--- src/rtl/weight_rom_stream_scheduler_pkg.sv ---
// ---------------------------------------------------------------------------
// weight_sched_pkg
// Shared types and helpers for the weight ROM stream scheduler.
//   state_t    : sequencer states (IDLE / STREAM / DRAIN)
//   inflight_t : one slot of the ROM read-latency tracker {valid, last, id}
//   rr_pick    : round-robin winner search starting at a pointer
// ---------------------------------------------------------------------------
package weight_sched_pkg;

    // Upper bounds that size the shared types; the top checks its
    // parameters against them at elaboration.
    localparam int SCHED_MAX_REQ = 32;
    localparam int SCHED_ID_W    = 5;

    typedef enum logic [1:0] {
        IDLE   = 2'd0,
        STREAM = 2'd1,
        DRAIN  = 2'd2
    } state_t;

    typedef struct packed {
        logic                  valid;
        logic                  last;
        logic [SCHED_ID_W-1:0] id;
    } inflight_t;

    // Returns the index of the first set bit of req[0..n-1] at or after ptr,
    // searching circularly. The caller forms the one-hot grant from it and
    // only uses the result when req is non-zero. Iterating from the far end
    // lets the nearest candidate overwrite the others.
    function automatic int rr_pick(input logic [SCHED_MAX_REQ-1:0] req,
                                   input int n,
                                   input int ptr);
        int idx;
        int win;
        win = 0;
        for (int k = SCHED_MAX_REQ - 1; k >= 0; k--) begin
            if (k < n) begin
                idx = ptr + k;
                if (idx >= n) idx = idx - n;
                if (req[idx]) win = idx;
            end
        end
        return win;
    endfunction

endpackage

--- src/rtl/weight_rom_stream_scheduler_if.sv ---
// ---------------------------------------------------------------------------
// weight_rom_stream_scheduler_if
// Bundles the requester, ROM and output-stream signals of the scheduler.
//   req/grant          : requester level requests and one-hot owner
//   rom_addr/rom_ce    : ROM read issue,  rom_q : ROM read data
//   data_out*          : valid/ready weight stream tagged with id and last
//   done/busy          : sweep completion pulse and activity flag
// master = scheduler side, slave = requesters/ROM/consumer side.
// ---------------------------------------------------------------------------
interface weight_rom_stream_scheduler_if #(
    parameter int NUM_REQ    = 3,
    parameter int DATA_WIDTH = 128,
    parameter int ADDR_WIDTH = $clog2(576) + 1,
    parameter int ID_WIDTH   = (NUM_REQ > 1) ? $clog2(NUM_REQ) : 1
);
    logic [NUM_REQ-1:0]    req;
    logic [NUM_REQ-1:0]    grant;
    logic [ADDR_WIDTH-1:0] rom_addr;
    logic                  rom_ce;
    logic [DATA_WIDTH-1:0] rom_q;
    logic [DATA_WIDTH-1:0] data_out;
    logic [ID_WIDTH-1:0]   data_out_id;
    logic                  data_out_last;
    logic                  data_out_valid;
    logic                  data_out_ready;
    logic                  done;
    logic                  busy;

    modport master (
        input  req, rom_q, data_out_ready,
        output grant, rom_addr, rom_ce, data_out, data_out_id,
               data_out_last, data_out_valid, done, busy
    );

    modport slave (
        output req, rom_q, data_out_ready,
        input  grant, rom_addr, rom_ce, data_out, data_out_id,
               data_out_last, data_out_valid, done, busy
    );
endinterface

--- src/rtl/weight_rom_stream_scheduler_fifo.sv ---
// ---------------------------------------------------------------------------
// weight_sched_fifo
// First-word-fall-through FIFO holding {id, last, data} beats.
//   i_clk, i_rst (sync, active low)
//   i_wr_en/i_wr_data : push
//   i_rd_en           : pop request (ignored when empty)
//   o_rd_data/o_valid : head entry, visible the cycle after it is written
//   o_count           : occupancy, used by the scheduler's credit check
// ---------------------------------------------------------------------------
module weight_sched_fifo #(
    parameter int WIDTH = 8,
    parameter int DEPTH = 4
) (
    input  logic                         i_clk,
    input  logic                         i_rst,
    input  logic                         i_wr_en,
    input  logic [WIDTH-1:0]             i_wr_data,
    input  logic                         i_rd_en,
    output logic [WIDTH-1:0]             o_rd_data,
    output logic                         o_valid,
    output logic [$clog2(DEPTH+1)-1:0]   o_count
);
    localparam int CW = $clog2(DEPTH + 1);
    localparam int PW = (DEPTH > 1) ? $clog2(DEPTH) : 1;

    logic [WIDTH-1:0] r_mem [DEPTH];
    logic [PW-1:0]    r_wr_ptr;
    logic [PW-1:0]    r_rd_ptr;
    logic [CW-1:0]    r_count;
    logic             w_pop;

    function automatic logic [PW-1:0] ptr_inc(input logic [PW-1:0] p);
        return (p == PW'(DEPTH - 1)) ? '0 : p + PW'(1);
    endfunction

    assign w_pop     = i_rd_en && (r_count != '0);
    assign o_rd_data = r_mem[r_rd_ptr];
    assign o_valid   = (r_count != '0);
    assign o_count   = r_count;

    always_ff @(posedge i_clk) begin
        if (!i_rst) begin
            r_wr_ptr <= '0;
            r_rd_ptr <= '0;
            r_count  <= '0;
        end else begin
            if (i_wr_en) begin
                r_mem[r_wr_ptr] <= i_wr_data;
                r_wr_ptr        <= ptr_inc(r_wr_ptr);
            end
            if (w_pop) r_rd_ptr <= ptr_inc(r_rd_ptr);
            // write and pop together leave the occupancy unchanged
            if (i_wr_en && !w_pop)      r_count <= r_count + CW'(1);
            else if (!i_wr_en && w_pop) r_count <= r_count - CW'(1);
        end
    end

    // The upstream credit scheme must always leave room for a write.
    a_no_overflow: assert property (@(posedge i_clk) disable iff (!i_rst)
        !(i_wr_en && (r_count == CW'(DEPTH))));

endmodule

--- src/rtl/weight_rom_stream_scheduler.sv ---
// ---------------------------------------------------------------------------
// weight_rom_stream_scheduler
// Shares one fixed-latency weight ROM read port among NUM_REQ consumers.
// A round-robin winner gets a full 0..DEPTH-1 sweep; reads are issued only
// while (in-flight + buffered) < FIFO_DEPTH so the output FIFO never
// overflows under backpressure.
//   i_clk  : clock, rising edge
//   i_rst  : synchronous active-low reset
//   io_bus : master side of weight_rom_stream_scheduler_if
//            (req/grant, rom_addr/rom_ce/rom_q, data_out stream, done, busy)
// ---------------------------------------------------------------------------
module weight_rom_stream_scheduler
    import weight_sched_pkg::*;
#(
    parameter int NUM_REQ     = 3,
    parameter int DATA_WIDTH  = 128,
    parameter int DEPTH       = 576,
    parameter int ADDR_WIDTH  = $clog2(DEPTH) + 1,
    parameter int ROM_LATENCY = 2,
    parameter int FIFO_DEPTH  = 4,
    parameter int ID_WIDTH    = (NUM_REQ > 1) ? $clog2(NUM_REQ) : 1
) (
    input  logic                          i_clk,
    input  logic                          i_rst,
    weight_rom_stream_scheduler_if.master io_bus
);
    localparam int LAT = ROM_LATENCY;
    localparam int FW  = DATA_WIDTH + ID_WIDTH + 1;
    localparam int CW  = $clog2(FIFO_DEPTH + 1);

    if (FIFO_DEPTH < ROM_LATENCY + 1) begin : g_chk_fifo
        $error("FIFO_DEPTH must be at least ROM_LATENCY+1");
    end
    if (ROM_LATENCY < 1) begin : g_chk_lat
        $error("ROM_LATENCY must be at least 1");
    end
    if (NUM_REQ > SCHED_MAX_REQ || ID_WIDTH > SCHED_ID_W) begin : g_chk_req
        $error("NUM_REQ/ID_WIDTH exceed the package limits");
    end

    state_t                r_state, w_state_nxt;
    logic [NUM_REQ-1:0]    r_grant, w_grant_nxt;
    logic [ADDR_WIDTH-1:0] r_cnt, w_cnt_nxt;
    logic [ID_WIDTH-1:0]   r_rr_ptr, w_rr_ptr_nxt;
    logic [ID_WIDTH-1:0]   r_owner, w_owner_nxt;
    inflight_t             r_pipe [LAT];

    int                    w_win;
    int                    w_inflight;
    logic                  w_credit_ok;
    logic                  w_issue;
    logic                  w_last_addr;
    logic                  w_pop;
    logic                  w_done;
    logic [CW-1:0]         w_fifo_count;
    logic [FW-1:0]         w_fifo_wdata;
    logic [FW-1:0]         w_fifo_rdata;
    logic                  w_fifo_valid;
    logic                  w_fifo_last;

    // ---------------- arbitration and credit ----------------
    always_comb begin
        w_win = rr_pick(SCHED_MAX_REQ'(io_bus.req), NUM_REQ, int'(r_rr_ptr));
    end

    always_comb begin
        w_inflight = 0;
        for (int i = 0; i < LAT; i++) w_inflight = w_inflight + int'(r_pipe[i].valid);
    end

    // In-flight reads already own a FIFO slot, so this sum is the number of
    // entries the FIFO may yet have to absorb.
    assign w_credit_ok = (w_inflight + int'(w_fifo_count)) < FIFO_DEPTH;
    assign w_issue     = (r_state == STREAM) && w_credit_ok;
    assign w_last_addr = (r_cnt == ADDR_WIDTH'(DEPTH - 1));
    assign w_pop       = w_fifo_valid && io_bus.data_out_ready;
    assign w_fifo_last = w_fifo_rdata[DATA_WIDTH];

    // ---------------- sequencer ----------------
    always_ff @(posedge i_clk) begin
        if (!i_rst) begin
            r_state  <= IDLE;
            r_grant  <= '0;
            r_cnt    <= '0;
            r_rr_ptr <= '0;
            r_owner  <= '0;
        end else begin
            r_state  <= w_state_nxt;
            r_grant  <= w_grant_nxt;
            r_cnt    <= w_cnt_nxt;
            r_rr_ptr <= w_rr_ptr_nxt;
            r_owner  <= w_owner_nxt;
        end
    end

    always_comb begin
        w_state_nxt  = r_state;
        w_grant_nxt  = r_grant;
        w_cnt_nxt    = r_cnt;
        w_rr_ptr_nxt = r_rr_ptr;
        w_owner_nxt  = r_owner;
        w_done       = 1'b0;
        unique case (r_state)
            IDLE: begin
                if (|io_bus.req) begin
                    w_state_nxt  = STREAM;
                    w_grant_nxt  = NUM_REQ'(1) << w_win;
                    w_owner_nxt  = ID_WIDTH'(w_win);
                    w_rr_ptr_nxt = (w_win == NUM_REQ - 1) ? '0 : ID_WIDTH'(w_win + 1);
                    w_cnt_nxt    = '0;
                end
            end
            STREAM: begin
                // the counter parks on DEPTH-1; DRAIN never issues
                if (w_issue) begin
                    if (w_last_addr) w_state_nxt = DRAIN;
                    else             w_cnt_nxt   = r_cnt + ADDR_WIDTH'(1);
                end
            end
            DRAIN: begin
                if (w_pop && w_fifo_last) begin
                    w_done      = 1'b1;
                    w_grant_nxt = '0;
                    w_state_nxt = IDLE;
                end
            end
            default: w_state_nxt = IDLE;
        endcase
    end

    // ---------------- ROM latency tracker ----------------
    // Clearing this on reset is what drops ROM words still in the ROM pipe.
    always_ff @(posedge i_clk) begin
        if (!i_rst) begin
            for (int i = 0; i < LAT; i++) r_pipe[i] <= '0;
        end else begin
            r_pipe[0] <= '{valid: w_issue,
                           last:  w_issue && w_last_addr,
                           id:    SCHED_ID_W'(r_owner)};
            for (int i = 1; i < LAT; i++) r_pipe[i] <= r_pipe[i-1];
        end
    end

    assign w_fifo_wdata = {ID_WIDTH'(r_pipe[LAT-1].id), r_pipe[LAT-1].last, io_bus.rom_q};

    weight_sched_fifo #(
        .WIDTH (FW),
        .DEPTH (FIFO_DEPTH)
    ) u_fifo (
        .i_clk     (i_clk),
        .i_rst     (i_rst),
        .i_wr_en   (r_pipe[LAT-1].valid),
        .i_wr_data (w_fifo_wdata),
        .i_rd_en   (io_bus.data_out_ready),
        .o_rd_data (w_fifo_rdata),
        .o_valid   (w_fifo_valid),
        .o_count   (w_fifo_count)
    );

    // ---------------- outputs ----------------
    assign io_bus.grant          = r_grant;
    assign io_bus.rom_ce         = w_issue;
    assign io_bus.rom_addr       = (r_state == STREAM) ? r_cnt : '0;
    assign io_bus.data_out       = w_fifo_rdata[DATA_WIDTH-1:0];
    assign io_bus.data_out_last  = w_fifo_last;
    assign io_bus.data_out_id    = w_fifo_rdata[FW-1 -: ID_WIDTH];
    assign io_bus.data_out_valid = w_fifo_valid;
    assign io_bus.done           = w_done;
    assign io_bus.busy           = (r_state != IDLE);

endmodule

--- src/flat_wrapper.sv ---
// flat-port wrapper written by rule: the top's interface ports become plain ports
module weight_rom_stream_scheduler_flat import weight_sched_pkg::*;
#(
    parameter int NUM_REQ     = 3,
    parameter int DATA_WIDTH  = 128,
    parameter int DEPTH       = 576,
    parameter int ADDR_WIDTH  = $clog2(DEPTH) + 1,
    parameter int ROM_LATENCY = 2,
    parameter int FIFO_DEPTH  = 4,
    parameter int ID_WIDTH    = (NUM_REQ > 1) ? $clog2(NUM_REQ) : 1
)
  (i_clk, i_rst, io_bus_req, io_bus_rom_q, io_bus_data_out_ready, io_bus_grant, io_bus_rom_addr, io_bus_rom_ce, io_bus_data_out, io_bus_data_out_id, io_bus_data_out_last, io_bus_data_out_valid, io_bus_done, io_bus_busy);
  weight_rom_stream_scheduler_if #(.NUM_REQ(NUM_REQ), .DATA_WIDTH(DATA_WIDTH), .ADDR_WIDTH(ADDR_WIDTH), .ID_WIDTH(ID_WIDTH)) io_bus_i ();
  input  logic i_clk;
  input  logic i_rst;
  input wire logic [$bits(io_bus_i.req)-1:0] io_bus_req;
  input wire logic [$bits(io_bus_i.rom_q)-1:0] io_bus_rom_q;
  input wire logic [$bits(io_bus_i.data_out_ready)-1:0] io_bus_data_out_ready;
  output wire logic [$bits(io_bus_i.grant)-1:0] io_bus_grant;
  output wire logic [$bits(io_bus_i.rom_addr)-1:0] io_bus_rom_addr;
  output wire logic [$bits(io_bus_i.rom_ce)-1:0] io_bus_rom_ce;
  output wire logic [$bits(io_bus_i.data_out)-1:0] io_bus_data_out;
  output wire logic [$bits(io_bus_i.data_out_id)-1:0] io_bus_data_out_id;
  output wire logic [$bits(io_bus_i.data_out_last)-1:0] io_bus_data_out_last;
  output wire logic [$bits(io_bus_i.data_out_valid)-1:0] io_bus_data_out_valid;
  output wire logic [$bits(io_bus_i.done)-1:0] io_bus_done;
  output wire logic [$bits(io_bus_i.busy)-1:0] io_bus_busy;
  assign io_bus_i.req = io_bus_req;
  assign io_bus_i.rom_q = io_bus_rom_q;
  assign io_bus_i.data_out_ready = io_bus_data_out_ready;
  assign io_bus_grant = io_bus_i.grant;
  assign io_bus_rom_addr = io_bus_i.rom_addr;
  assign io_bus_rom_ce = io_bus_i.rom_ce;
  assign io_bus_data_out = io_bus_i.data_out;
  assign io_bus_data_out_id = io_bus_i.data_out_id;
  assign io_bus_data_out_last = io_bus_i.data_out_last;
  assign io_bus_data_out_valid = io_bus_i.data_out_valid;
  assign io_bus_done = io_bus_i.done;
  assign io_bus_busy = io_bus_i.busy;
  weight_rom_stream_scheduler #(.NUM_REQ(NUM_REQ), .DATA_WIDTH(DATA_WIDTH), .DEPTH(DEPTH), .ADDR_WIDTH(ADDR_WIDTH), .ROM_LATENCY(ROM_LATENCY), .FIFO_DEPTH(FIFO_DEPTH), .ID_WIDTH(ID_WIDTH)) u_core (.i_clk(i_clk), .i_rst(i_rst), .io_bus(io_bus_i));
endmodule
--- config.mk ---
export PLATFORM = sky130hd
export DESIGN_NAME = weight_rom_stream_scheduler_flat
export DESIGN_NICKNAME = d
export VERILOG_FILES = /design/src/rtl/weight_rom_stream_scheduler_pkg.sv /design/src/rtl/weight_rom_stream_scheduler_if.sv /design/src/rtl/weight_rom_stream_scheduler_fifo.sv /design/src/rtl/weight_rom_stream_scheduler.sv /design/src/flat_wrapper.sv
export SDC_FILE = /design/constraint.sdc
export NUM_CORES = 1
export LEC_CHECK = 0
export CAP_MARGIN = 15
export CELL_PAD_IN_SITES_DETAIL_PLACEMENT = 0
export CELL_PAD_IN_SITES_GLOBAL_PLACEMENT = 1
export CORE_UTILIZATION = 42
export DETAILED_ROUTE_END_ITERATION = 8
export PLACE_DENSITY = 0.72
export SLEW_MARGIN = 40
export SYNTH_ARGS = -nofsm -noshare
export SYNTH_HDL_FRONTEND = slang
export SYNTH_HIERARCHICAL = 1
export SYNTH_SLANG_ARGS = --single-unit
--- constraint.sdc ---
create_clock -name i_clk -period 5.6 [get_ports i_clk]
set_clock_uncertainty 0.05 [all_clocks]
set_input_delay 0.56 -clock i_clk [delete_from_list [all_inputs] [get_ports i_clk]]
set_output_delay 0.56 -clock i_clk [all_outputs]
set_load 0.02 [all_outputs]
### M2 wires

(1.5 px per um)
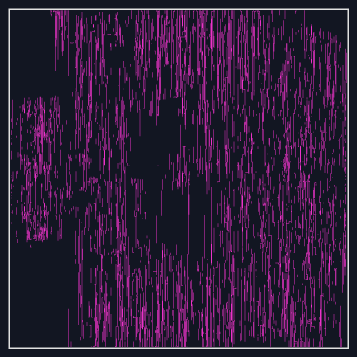
share of all routed wire: 47%
longest straight run: 79.7 um
met2 demand-to-capacity share in global routing: 0.256
DRT Wirelength: 42,000 um
total via count after detailed routing: 9,986

### Clock nets

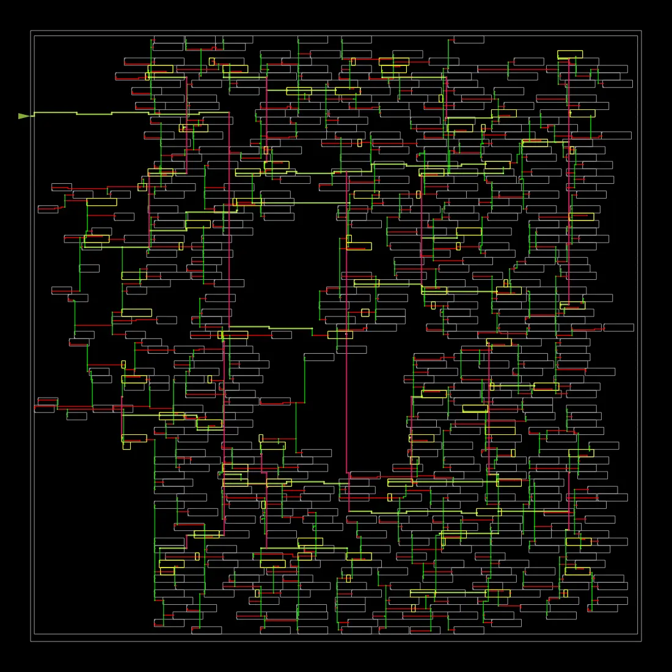
sinks on the clock net: 561
clk_lat worst skew: 580 ps
Layout clock buffers: 71
clock buffer count from CTS: 56

### Where the registers sit

(1.5 px per um) Other sequential cells in the stronger grey, the rest of the logic in the fainter grey.
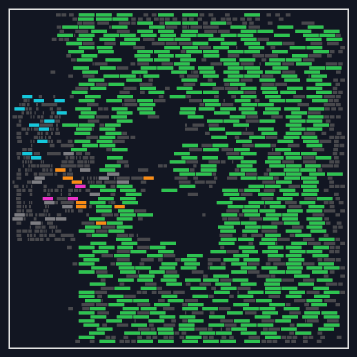
| colour | netlist name | placed flops |
|---|---|---|
| orange | u_core/r_pipe | 8 |
| magenta | u_core/u_fifo/o_count | 3 |
| cyan | u_core/r_cnt | 11 |
| green | u_core/u_fifo/r_mem | 524 |
utilization after layout: 0.536
seq pwr: 0.00475 W
flop share of the area: 0.628

==> results.txt <==
Figures from the implementation reports.

- Tap insertion was completed with roughly 660 tapcells.
- The worst setup path is of the reg -> out kind.
- The first-pass GRT wire length is 62,700 um.
- Of the total standard cell area in the layout, the multi-input combinational portion is 0.158.
- The number of cell instances after yosys synthesis is 904.
- Buffers placed on the I/O ports in this run total 282.
- The fraction of post-synthesis cell area in the top cell type by area is 0.754.
- The instance tally after logic synthesis reads 904.
- The leading register cell type out of synthesis reads sky130_fd_sc_hd__edfxtp_1.
- In the detailed route, the total length drawn on met2 is 19,500 um.
- The largest registers in the layout are u_core/u_fifo/r_mem x524, u_core/r_cnt x11, u_core/r_pipe x8.
- For this run, the number of standard cells in the final layout without fillers is 1,927.
- At the end of the flow, the number of nets in the layout was 1,373.
- Averaged over all synthesized cells, the footprint is ~23 sq um.
- For the finished layout, the period the worst path requires is 3540 ps.
- The total congestion overflow after global routing is 0.
- The run finished with clean final reports.
- The most common cell in the netlist reads sky130_fd_sc_hd__edfxtp_1.
- The number of fillers in the final layout reads 3,780.
- Looking at the clock tree report, the root buffer type is sky130_fd_sc_hd__clkbuf_16.
- The synthesized-area fraction occupied by adder cells is 0.00935.
- met1 track demand over resource after global routing is 0.230.
- The most used logic cell in the final layout is sky130_fd_sc_hd__edfxtp_1.
- The relative area change from synthesis to final layout is 25.7%.
- The setup total negative slack reads 0 ps.
- Setup repair after global routing left no endpoint under its margin.
- The non-clock buffer total of the final layout reads 296.
- The cts-stage hold buffer count is 0.
- In this run, the synthesized area fraction spent on AND-OR/OR-AND gates is recorded as 0.0159.
- The register containing the most flip-flops in the final layout reads u_core/u_fifo/r_mem.
- For the pin with the worst max-slew slack, the measured transition is 775 ps.
- The dominant kind of cell by area reads registers.
- The summed instance area of the synthesized netlist reads 20,900 sq um.
- The floorplan core area is a little under 50,000 sq um.
## per-stage QoR
stage                     power, W  area, sq um  worst slack [ps]  utilization
after floorplan            0.00639        20900              1170            -
after global placement     0.00736        24500              1990        0.500
after detailed placement   0.00740        24500              2600        0.501
after CTS                   0.0109        26200              1970        0.536
after global routing        0.0112        26200              1880        0.536
final                       0.0108        26200              2060        0.536
## report_power, final
group / internal, W / switching (W) / leakage, nW / total (W)
registers: 0.00467 / 0.0000795 / 5.02 / 0.00475
logic: 0.00130 / 0.00122 / 2.32 / 0.00252
clock network: 0.00206 / 0.00147 / 0.829 / 0.00352
total: 0.00802 / 0.00277 / 8.17 / 0.0108
Power is estimated from default activity; no workload was simulated.
